### Signal wires by layer, run 1

Scale: 3 px per um.
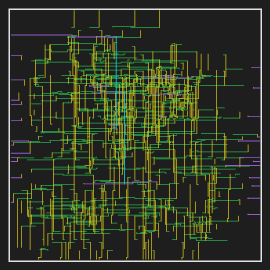
### Clock distribution, run 1

Scale: 6 px per um.
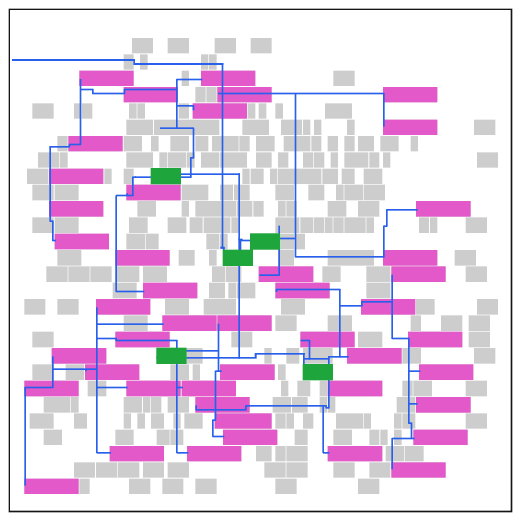
### Gate-type map, run 1

Scale: 3 px per um.
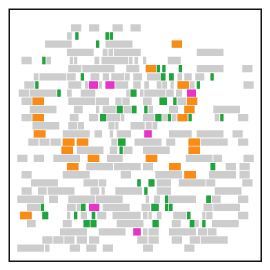
Design operators_responder, sky130hd; sources not shown.
==> impl_metrics.ini, run 1 <==
; implementation run metrics
[power_and_ir_drop]
power_frac_comb_pct = 41.2
seqPwrFrac_pct = 41.6
p_leak_nw = 1.298
p_sw_mw = 0.7311
power.group.top = sequential cells
peakVddDrop_uv = 258.9
finalPower_mw = 1.902

[timing]
finalHoldViolCount = 0
post-route-min-period_ps = 2705
fin_crit_sh_pct = 58.79
worst_hold_slack_ps = 385.3
final_max_slew_viol_count = 0
clock.fmax_mhz = 369.7
setup_tns_ps = 0
worst_pin_slew_ps = 981.9
finalSetupViolCount = 0
relSlewSlack_pct = 34.54

[grt]
met1_usage_pct = 21.80
globalRouteMet3Util_pct = 3.561
busiest_layer = met2
use_met2_pct = 23.17
grt_pass1_vias = 1736
grt_overflow = 0
grt_first_pass_wirelength_mm = 8.528

[detailed_routing]
m1WireLength_mm = 2.428
viasPerCell = 5.251
dr.pass1.iters = 4
top_layer = met4
postRouteAntennaNets = 0

[logic_synthesis]
yosysTopAreaCellShare_pct = 45.88
ys.flop_type = dfrtp_1
synth-warning-count = 0
largest_area_cell = dfrtp_1
ys_seq_share_pct = 46.98
yosysChipArea_um2 = 2400
ys_cells = 228
numSynthFlops = 45
synth-async-reset-ratio_pct = 100.0
synthCells = 228
syn_nets = 265
syn_avg_cell_area_um2 = 10.53
edf_count = 0

[cts]
htree_levels = 2
post_cts_resized = 0
cts_tree = done
cts_root_buf = clkbuf_8
cts_made_buffers = 5
cts_hold_buf = 0
cts_setup_buffers = 0

[min_path]
hp-class = reg -> reg
hold_depth = 2

[run]
maxCapViolCount = 0

[setup_path]
cp.depth = 5
worstRegToRegCells = 6
worstSetupPathType = in -> reg
reg2reg_setup_slack_ps = 2540
cp_data_arrival_time_ps = 2800
crit_buf_inv = 2
crit_chain = clkdlybuf4s50_1, nand2b_1, nor2_2, buf_4, mux2_2
cpPeakStageDelay_ps = 450
cp-end-kind = flip-flop

[final_layout]
area_growth_syn_to_layout_pct = 27.16
final_nets = 312
stdcell_area_um2 = 3052
layout-drive-gt1-share_pct = 10.51

[die]
core_um2 = 6026
die_area_um2 = 6967
die_h_um = 83.47
rows = 28
num_io_pins = 47

[placement]
dpl_cell_area_um2 = 2928
gp_congestion = 0.8580

[run_status]
status = finished clean
Back to the opening pictures, 'Signal wires by layer':
| colour | layer | wire length |
|---|---|---|
| green | met1 | 2,430 um |
| purple | met3 | 203 um |
| cyan | met4 | 61.2 um |
| yellow | met2 | 2,390 um |
mean routed wirelength per cell: 14.47 um
total vias in the final route: 1,843
GRT Total Usage: 15.68%
Routed WL: 5.079 mm

Back to the opening pictures, 'Clock distribution':
[green] cells driving clock nets | count: 5
[magenta] flip-flops | count: 45
[blue] clock wires | length: 635 um
routed clock nets: 6
flops lie: widely spread
Clock Power: 0.327 mW
Clk network pwr share: 17.2%
Late-Pin Clk Latency: 300 ps

Back to the opening pictures, 'Gate-type map':
| colour | family | cells |
|---|---|---|
| green | NAND gates | 48 |
| magenta | AND-OR and OR-AND gates | 6 |
| orange | multiplexers | 20 |
post-route insts no fill: 351
combinational share of cell area: 39.52%
top logic cell by instance count in the layout: clkdlybuf4s50_1

[run 1: kinds of logic after synthesis]
family                     after synthesis  synth area share (%)
DFF                                     45                 46.98
AOI/OAI and AO/OA                       41                 11.37
and+or+nand+nor                         71                 15.02
buffers and inverters                   17                 2.763
adders and majority gates               13                 7.091
xor gates and xnor gates                21                 7.664
muxes                                   20                 9.124
[run 1: synthesized netlist by cell type (all sizes together), types with 2 or more instances]
master	n
a21oi	5
nand4	6
nand2	29
nor4	3
a211o	2
o211ai	2
a31oi	2
a211oi	2
mux2	15
inv	10
and3	2
nand2b	3
xnor2	11
o21bai	2
nand3	7
clkbuf	6
nor2	12
nand3b	3
xor2	10
dfrtp	44
ha	12
mux2i	5
o21ai	15
[run 1: cell usage in the layout (no fill, tap or decap), drive strengths merged, types with 2 or more instances in the layout]
cell / count
clkdlybuf4s50: 45
dfrtp: 44
nand2: 29
mux2: 15
o21ai: 15
ha: 12
nor2: 12
xnor2: 11
inv: 11
xor2: 10
nand3: 7
nand4: 6
clkbuf: 6
a21oi: 5
mux2i: 5
nand2b: 3
nand3b: 3
nor4: 3
o21bai: 2
and3: 2
a211oi: 2
o211ai: 2
a31oi: 2
a211o: 2
buf: 2
[run 1: metrics by stage]
| stage | cells | util, % |
|---|---|---|
| floorplan | 228 | - |
| global placement | 343 | 48.59 |
| detailed placement | 343 | 48.59 |
| CTS | 351 | 50.64 |
| global route | 351 | 50.64 |
| finish | 351 | 50.64 |
[run 1: cell type report]
type / instances / area (um2)
well taps: 75 / 93.84
inverters: 10 / 37.54
repair buffers: 47 / 462.9
multi-input cells: 166 / 1206
flip-flops and latches: 45 / 1127
clock inverters: 2 / 41.29
clock buffers: 6 / 82.58
fillers: 569 / 2974
### Signal wires on met3, run 1

Scale: 6 px per um.
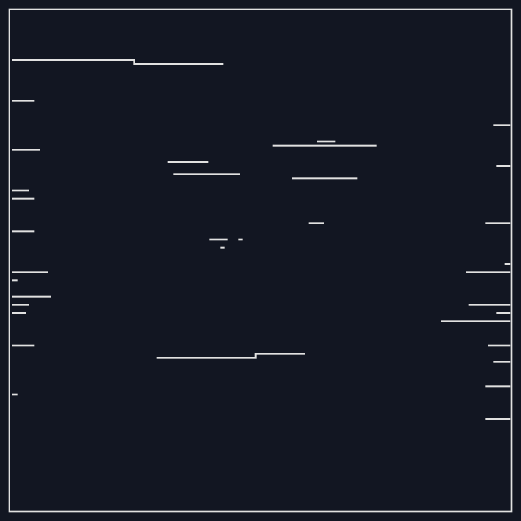

==> inputs of run 2 (changes only) <==
==> constraint.sdc (replaced) <==
create_clock -name clk -period 2.37 [get_ports clk]
set_clock_uncertainty 0.1 [all_clocks]
set_input_delay 0.5925 -clock clk [delete_from_list [all_inputs] [get_ports clk]]
set_output_delay 0.5925 -clock clk [all_outputs]
set_load 0.005 [all_outputs]
### Signal wires on met3, run 2

Scale: 6 px per um.
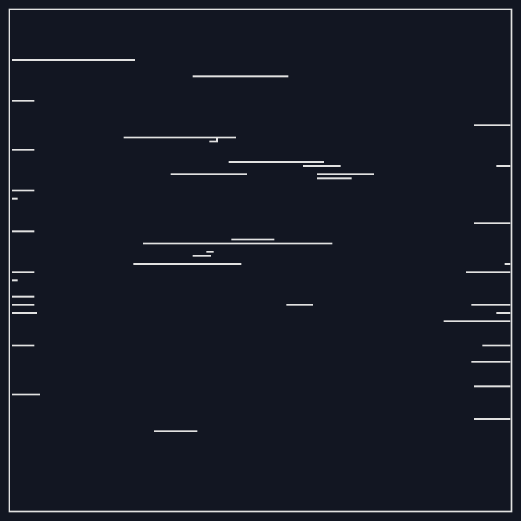
share of all routed wire: 5.0%
main direction: horizontal
longest straight run: 31.3 um
wire length on this layer: 275 um
total vias in the final route: 1,970
met3 Use GR: 3.462%
Routed WL: 5.557 mm

==> run 2 against run 1 <==
Die area unchanged. Wire length increased by 9.4%. Setup slack got worse by 1400 ps. Total power is 110% higher. Clock power up 81%. Critical path depth up 1. Sequential power increased by 78%. Largest cell class unchanged. Largest power group is now combinational cells. Highest routed layer unchanged.
==> impl_metrics.ini, run 2 <==
; implementation run metrics
[timing]
setup_tns_ps = 0
relSlewSlack_pct = 66.44
worst_hold_slack_ps = 155.5
fin_crit_sh_pct = 77.31
post-route-min-period_ps = 1832
finalHoldViolCount = 0
finalSetupViolCount = 0
worst_pin_slew_ps = 503.4
clock.fmax_mhz = 545.8
final_max_slew_viol_count = 0

[setup_path]
worstSetupPathType = reg -> reg
cp-end-kind = flip-flop
worstRegToRegCells = 6
cpPeakStageDelay_ps = 420
crit_chain = inv_1, ha_1, xnor2_1, a211o_1, a211o_1, o211ai_1
cp_data_arrival_time_ps = 1940
reg2reg_setup_slack_ps = 540

[logic_synthesis]
yosysMostFrequentCell = dfrtp_1
largest_area_cell = dfrtp_1
synthCells = 228
synth-warning-count = 0
ys.flop_type = dfrtp_1
edf_count = 0
numSynthFlops = 45
ys_cells = 228
yosysTopAreaCellShare_pct = 45.88
ys_seq_share_pct = 46.98
yosysChipArea_um2 = 2400

[die]
rows = 28
die_area_um2 = 6967
num_io_pins = 47
core_um2 = 6026

[placement]
gp_congestion = 0.9200

[run_status]
status = finished clean

[detailed_routing]
wl_per_cell_um = 14.07
postRouteAntennaNets = 0
dr.pass1.iters = 4

[grt]
grt_overflow = 0
grt_first_pass_wirelength_mm = 9.066
grt_pass1_vias = 1931

[cts]
cts_made_buffers = 5
post_cts_resized = 13
cts_hold_buf = 0
htree_levels = 2

[final_layout]
lay_top_cells = 44 x buf_4, 37 x dfrtp_1, 29 x nand2_1, 24 x clkdlybuf4s50_1, 15 x mux2_2
fillerInstances = 546
final_common_cell = buf_4
area_growth_syn_to_layout_pct = 42.23
final_nets = 356
layout-drive-gt1-share_pct = 25.94

[power_and_ir_drop]
power_frac_comb_pct = 50.5
p_leak_nw = 1.716
seqPwrFrac_pct = 34.8
p_sw_mw = 1.512
peakVddDrop_uv = 546.5
power.group.top = combinational cells

[min_path]
hp-class = in -> async
### Clock distribution, run 2

Scale: 6 px per um.
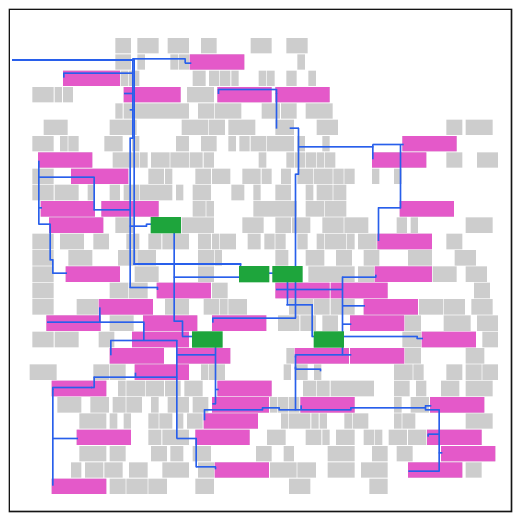
[blue] clock wires | length: 616 um
[green] cells driving clock nets | count: 5
[magenta] flip-flops | count: 45
flops lie: widely spread
Clk network pwr share: 14.7%
Clock Power: 0.593 mW
Late-Pin Clk Latency: 290 ps

[run 2: netlist changes by cell type in the layout (fill, tap and decap cells not counted), sizes merged]
cell,delta
buf,+44
dlygate4sd2,+9
clkdlybuf4s50,-21
dlymetal6s2s,+12
[run 2: logic make-up (layout without fill, tap and decap cells)]
kind of cell | after synthesis | count (layout) | synth area share, %
compound gates | 41 | 41 | 11.37
xor+xnor | 21 | 21 | 7.664
fa+ha+maj | 13 | 13 | 7.091
buf+inv | 17 | 109 | 2.763
flops | 45 | 45 | 46.98
mux | 20 | 20 | 9.124
simple gates | 71 | 71 | 15.02
[run 2: area by class of cell]
cell class / instances / area, um2 / share of cell area, %
Clock buffer: 6 / 72.57 / 2.126
Multi-Input combinational cell: 166 / 1210 / 35.45
Inverter: 10 / 37.54 / 1.100
Tap cell: 75 / 93.84 / 2.749
Sequential cell: 45 / 1136 / 33.28
Clock inverter: 2 / 38.79 / 1.136
Timing Repair Buffer: 91 / 824.5 / 24.16
[run 2: worst max-delay path, delay by kind of cell (launching register included)]
kind,cells,cell delay (ps)
compound gates,3,700
flops,1,420
fa+ha+maj,1,260
buf+inv,1,140
xor+xnor,1,130
[run 2: stage by stage]
stage | total power [mW] | setup WS (ps) | std cells | cell area (um2)
2_1_floorplan | 2.495 | 586.7 | 228 | 2400
3_3_place_gp | 3.103 | 110.3 | 346 | 2963
3_5_place_dp | 3.127 | 65.82 | 346 | 2963
4_1_cts | 3.892 | 411.8 | 380 | 3263
5_1_grt | 4.352 | 414.2 | 395 | 3413
6_report | 4.038 | 537.8 | 395 | 3413
[run 2: metal layers]
metal	wire, um	share of wire [%]	vias to the layer above	global-route usage (%)
met4	34	0.61	0	3.666
li1	-	-	986	-
met5	0	0	-	-
met1	2603	47	926	21.85
met2	2644	48	56	26.69
met3	275	4.9	2	3.462
Power and IR drop assume default switching activity.
